Run 1, sequential cells grouped by signal name:
(6 px per um)
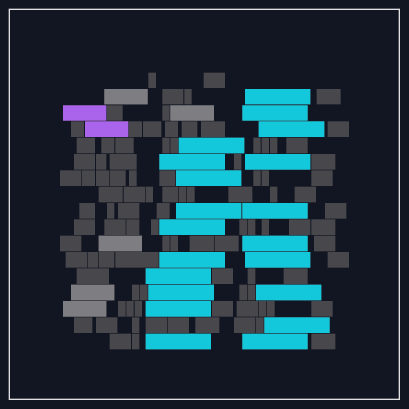
Run 1, cell sizes after repair:
(8 px per um)
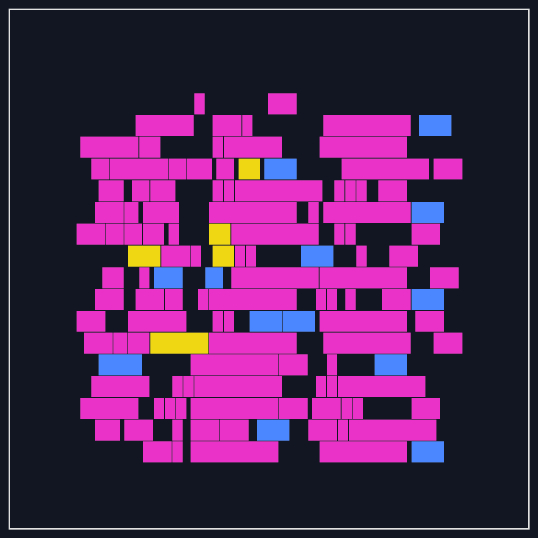
Run 1, wire density map:
(6 px per um) 13 x 13 tiles, from black (low) to pale yellow (high), scaled to the fullest tile. Values are wire area over tile area, all layers added.
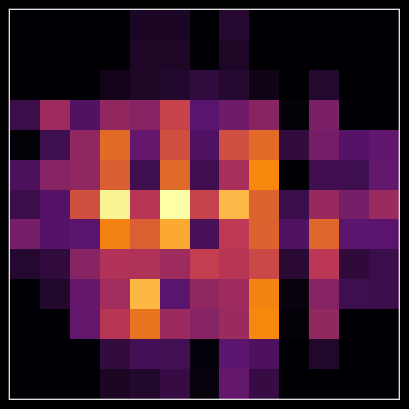
**config.mk**
```make
export PLATFORM = sky130hd
export DESIGN_NAME = long_fifo_stream_rd
export DESIGN_NICKNAME = d
export VERILOG_FILES = /design/src/rtl/long_fifo_stream_rd_pkg.sv /design/src/rtl/long_fifo_stream_rd_sva.sv /design/src/rtl/stream_buf_2entry.sv /design/src/rtl/long_fifo_stream_rd.sv
export SDC_FILE = /design/constraint.sdc
export NUM_CORES = 1
export LEC_CHECK = 0
export CAP_MARGIN = 10
export CORE_MARGIN = 8
export CORE_UTILIZATION = 52
export CTS_CLUSTER_SIZE = 10
export DETAILED_ROUTE_END_ITERATION = 12
export PLACE_DENSITY = 0.8
export SLEW_MARGIN = 20
export SYNTH_ARGS = -nofsm -noshare
export SYNTH_HDL_FRONTEND = slang
export SYNTH_HIERARCHICAL = 1
export SYNTH_SLANG_ARGS = --single-unit
export TNS_END_PERCENT = 30
```
**constraint.sdc**
```tcl
create_clock -name clock -period 4.32 [get_ports clock]
set_input_delay 0.864 -clock clock [delete_from_list [all_inputs] [get_ports clock]]
set_output_delay 0.864 -clock clock [all_outputs]
set_load 0.005 [all_outputs]
```
**src/rtl/long_fifo_stream_rd_pkg.sv**
```systemverilog
// Shared constants and helpers for the long-FIFO read-side stream stage.
package long_fifo_stream_rd_pkg;

  localparam logic [1:0] OCC_MAX = 2'd2;

  // Words owned by the stage: buffered entries plus the read still in flight.
  function automatic logic [1:0] occ_of(input logic [1:0] cnt, input logic inflight);
    return cnt + {1'b0, inflight};
  endfunction

endpackage

```
**src/rtl/long_fifo_stream_rd_sva.sv**
```systemverilog
// Protocol checker for the read-side stream stage (read issue, occupancy, stall stability).
module long_fifo_stream_rd_sva
  import long_fifo_stream_rd_pkg::*;
#(
  parameter int DSIZE = 10
) (
  input logic             clock,
  input logic             rst_n,
  input logic             fifo_empty,
  input logic             fifo_rd_en,
  input logic [1:0]       occ,
  input logic [1:0]       cnt,
  input logic             capture,
  input logic             pop,
  input logic             out_valid,
  input logic             out_ready,
  input logic [DSIZE-1:0] out_data,
  input logic             out_last
);

  a_no_rd_when_empty: assert property (@(posedge clock) disable iff (!rst_n)
    fifo_rd_en |-> !fifo_empty);

  a_occ_max: assert property (@(posedge clock) disable iff (!rst_n)
    occ <= OCC_MAX);

  a_no_overflow: assert property (@(posedge clock) disable iff (!rst_n)
    !(capture && (cnt == OCC_MAX) && !pop));

  a_stall_stable: assert property (@(posedge clock) disable iff (!rst_n)
    (out_valid && !out_ready) |=> (out_valid && $stable(out_data) && $stable(out_last)));

endmodule

```
**src/rtl/stream_buf_2entry.sv**
```systemverilog
// Two-deep register FIFO with push/pop and an entry count; head is always presented.
module stream_buf_2entry
  import long_fifo_stream_rd_pkg::*;
#(
  parameter int DSIZE = 10
) (
  input  logic             clock,
  input  logic             rst_n,
  input  logic             i_push,
  input  logic [DSIZE-1:0] i_push_data,
  input  logic             i_pop,
  output logic [DSIZE-1:0] o_head,
  output logic [1:0]       o_cnt
);

  logic [DSIZE-1:0] r_mem [2];
  logic             r_wr_ptr;
  logic             r_rd_ptr;
  logic [1:0]       r_cnt;
  logic             w_push;
  logic             w_pop;

  // A push into a full buffer is only accepted when the head leaves in the same cycle.
  assign w_pop  = i_pop && (r_cnt != 2'd0);
  assign w_push = i_push && ((r_cnt != OCC_MAX) || w_pop);

  // Storage, pointers and count.
  always_ff @(posedge clock) begin
    if (!rst_n) begin
      r_mem[0] <= {DSIZE{1'b0}};
      r_mem[1] <= {DSIZE{1'b0}};
      r_wr_ptr <= 1'b0;
      r_rd_ptr <= 1'b0;
      r_cnt    <= 2'd0;
    end else begin
      if (w_push) begin
        r_mem[r_wr_ptr] <= i_push_data;
        r_wr_ptr        <= ~r_wr_ptr;
      end
      if (w_pop) begin
        r_rd_ptr <= ~r_rd_ptr;
      end
      case ({w_push, w_pop})
        2'b10:   r_cnt <= r_cnt + 2'd1;
        2'b01:   r_cnt <= r_cnt - 2'd1;
        default: r_cnt <= r_cnt;
      endcase
    end
  end

  assign o_head = r_mem[r_rd_ptr];
  assign o_cnt  = r_cnt;

endmodule

```
**src/rtl/long_fifo_stream_rd.sv**
```systemverilog
// Read-side consumer of the long FIFO: issues reads against a 1-cycle dout latency
// and re-presents the words as a valid/ready stream with optional packet framing.
module long_fifo_stream_rd
  import long_fifo_stream_rd_pkg::*;
#(
  parameter  int DSIZE      = 10,
  parameter  int PKT_LEN    = 0,
  parameter  int RD_LATENCY = 1,
  localparam int CW         = ($clog2(PKT_LEN) > 1) ? $clog2(PKT_LEN) : 1
) (
  input  logic             clock,
  input  logic             rst_n,
  input  logic             fifo_empty,
  output logic             fifo_rd_en,
  input  logic [DSIZE-1:0] fifo_dout,
  output logic [DSIZE-1:0] out_data,
  output logic             out_valid,
  input  logic             out_ready,
  output logic             out_last,
  output logic [CW-1:0]    beat_cnt
);

  if (RD_LATENCY != 1) begin : g_bad_latency
    $error("long_fifo_stream_rd: only RD_LATENCY = 1 is supported");
  end

  logic             r_inflight;
  logic             r_rd_ok;
  logic [1:0]       w_cnt;
  logic [1:0]       w_occ;
  logic [DSIZE-1:0] w_head;
  logic             w_valid;
  logic             w_pop;
  logic             w_rd_en;

  // Reads are gated only by registered occupancy so out_ready never reaches fifo_rd_en;
  // r_rd_ok holds reads off for the first cycle after reset.
  assign w_occ   = occ_of(w_cnt, r_inflight);
  assign w_rd_en = r_rd_ok && !fifo_empty && (w_occ < OCC_MAX);
  assign w_valid = (w_cnt != 2'd0);
  assign w_pop   = w_valid && out_ready;

  // In-flight read tracking and post-reset read enable.
  always_ff @(posedge clock) begin
    if (!rst_n) begin
      r_inflight <= 1'b0;
      r_rd_ok    <= 1'b0;
    end else begin
      r_inflight <= w_rd_en;
      r_rd_ok    <= 1'b1;
    end
  end

  stream_buf_2entry #(.DSIZE(DSIZE)) u_buf (
    .clock       (clock),
    .rst_n       (rst_n),
    .i_push      (r_inflight),
    .i_push_data (fifo_dout),
    .i_pop       (w_pop),
    .o_head      (w_head),
    .o_cnt       (w_cnt)
  );

  if (PKT_LEN > 1) begin : g_pkt
    localparam logic [CW-1:0] LAST_BEAT = CW'(PKT_LEN - 1);
    logic [CW-1:0] r_beat;

    // Beat index within the packet, advanced on every accepted beat.
    always_ff @(posedge clock) begin
      if (!rst_n) begin
        r_beat <= {CW{1'b0}};
      end else if (w_pop) begin
        r_beat <= (r_beat == LAST_BEAT) ? {CW{1'b0}} : r_beat + CW'(1);
      end else begin
        r_beat <= r_beat;
      end
    end

    assign beat_cnt = r_beat;
    assign out_last = w_valid && (r_beat == LAST_BEAT);
  end else if (PKT_LEN == 1) begin : g_single
    assign beat_cnt = {CW{1'b0}};
    assign out_last = w_valid;
  end else begin : g_none
    assign beat_cnt = {CW{1'b0}};
    assign out_last = 1'b0;
  end

  assign fifo_rd_en = w_rd_en;
  assign out_valid  = w_valid;
  assign out_data   = w_head;

  long_fifo_stream_rd_sva #(.DSIZE(DSIZE)) u_sva (
    .clock      (clock),
    .rst_n      (rst_n),
    .fifo_empty (fifo_empty),
    .fifo_rd_en (w_rd_en),
    .occ        (w_occ),
    .cnt        (w_cnt),
    .capture    (r_inflight),
    .pop        (w_pop),
    .out_valid  (w_valid),
    .out_ready  (out_ready),
    .out_data   (w_head),
    .out_last   (out_last)
  );

endmodule

```
==> GITHUB_STEP_SUMMARY, run 1 <==
## PnR job results

| Metric | Value |
|---|---|
| Flops & latches, synth | 27 |
| Internal power | 0.359 mW |
| OpenROAD warning count | 26 |
| Post-Synthesis Cell Area | 1240 sq um |
| Crit path arrival time | 2100 ps |
| Peak VDD IR | 0.201 mV |
| # clk buffers | 4 |
| Status | completed |
| Least-Margin Pin Slew | 668 ps |
| Element type at the critical path end | output pin |
| Fin crit share | 68.6% |
| Final-stage net count | 141 |
| Syn_area_per_cell | 12.1 sq um |
| Crit-path max FO | 2 |
| Placed cell areas | 1470 sq um |
| Wl on met1 | 869 um |
| Synth area leader | edfxtp_1 |
| Hold Path Sink | r_inflight |
| M1 GR Usage | 12.5% |
| Die H | 64.8 um |
| Final Hold Violation Tally | 0 |
| Post-Synth Adder-Cell Area | 1.01% |
| Mux area share | 9.92% |
| Fin Hold WS | 488 ps |
| PwrDens | 301 nW/um^2 |
| Worst Path Required | 3460 ps |
| Final Util | 67.2% |
| Slew headroom | 55.4% |
| Top post-synthesis cells by count | edfxtp_1 (20), nor2_1 (20), nand2_1 (13), mux2_2 (10), dfxtp_1 (7) |
| RR Startpoint | u_buf/o_cnt[0] |
| Synth async-reset ratio | 0% |
| Max FFs per register | 20 |
| DRC viols | 0 |
| F_max | 337 MHz |
-- 'sequential cells grouped by signal name' (at the start) --
u_buf/o_cnt -> purple  # sequential cells 2
u_buf/r_mem -> cyan  # sequential cells 20
not colored = 5

-- 'cell sizes after repair' (at the start) --
x2 -> blue  # cells 13, share 10%, most used mux2_2
x1 and smaller -> magenta  # cells 107, share 86%, most used clkdlybuf4s50_1
x3 and x4 -> yellow  # cells 5, share 4.0%, most used clkbuf_4
final design area excluding fillers: 1500 sq um
worst setup margin: 1350 ps
Syn-to-layout area delta: 21.4%
Plain + repair buffers: 25

-- 'wire density map' (at the start) --
tiles over half the peak = 15%
densest ninth of the die = center
nearly empty tiles = 31%
DRT Wirelength: 2.14 mm
All-Layer GR Usage: 11.4%
via count: 773
wire per inst: 14.0 um

Run 1, met3 routing:
(8 px per um)
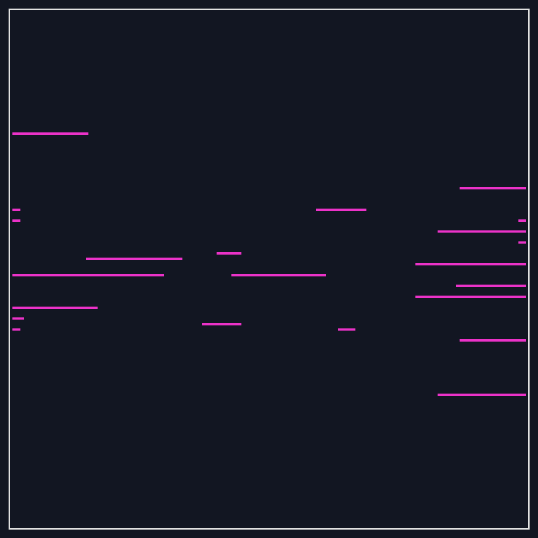

==> run 2: changes to the inputs <==
CORE_UTILIZATION = 44   (was 52)
PLACE_DENSITY = 0.72   (was 0.8)
clock period = 2.7 ns   (was 4.32 ns; I/O delays follow)
Run 2, met3 routing:
(6 px per um)
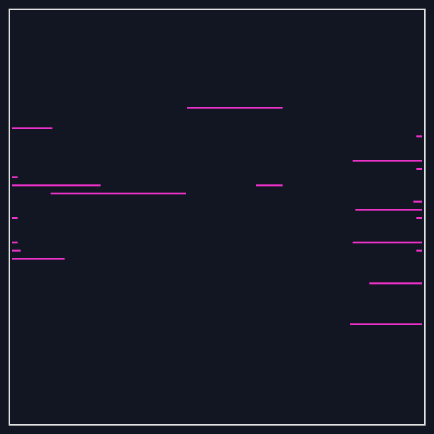
wire length on this layer = 132 um
longest straight run = 22.3 um
nets with wire on the layer = 19

==> GITHUB_STEP_SUMMARY, run 2 <==
## PnR job results

| Metric | Value |
|---|---|
| Status | completed |
| Synth area leader | edfxtp_1 |
| Syn-to-layout area delta | 22.3% |
| # clk buffers | 4 |
| Crit path arrival time | 1790 ps |
| Fin crit share | 86.3% |
| Synth async-reset ratio | 0% |
| Top post-synthesis cells by count | edfxtp_1 (20), nor2_1 (20), nand2_1 (13), mux2_2 (10), dfxtp_1 (7) |
| Wire per inst | 14.6 um |
| Mux area share | 9.92% |
| All-Layer GR Usage | 10.0% |
| Worst setup margin | 370 ps |
| F_max | 429 MHz |
| Max FFs per register | 20 |
| Die H | 69.0 um |
| PwrDens | 481 nW/um^2 |
| Internal power | 0.575 mW |
| Final-stage net count | 142 |
| Wl on met1 | 964 um |
| Crit-path max FO | 10 |
| Peak VDD IR | 0.356 mV |
| Syn_area_per_cell | 12.1 sq um |
| M1 GR Usage | 10.8% |
| OpenROAD warning count | 26 |
| Final Hold Violation Tally | 0 |
| Fin Hold WS | 475 ps |
| DRT Wirelength | 2.29 mm |
| Element type at the critical path end | output pin |
Power figures rest on the tool's default switching activity, not on a simulated workload.
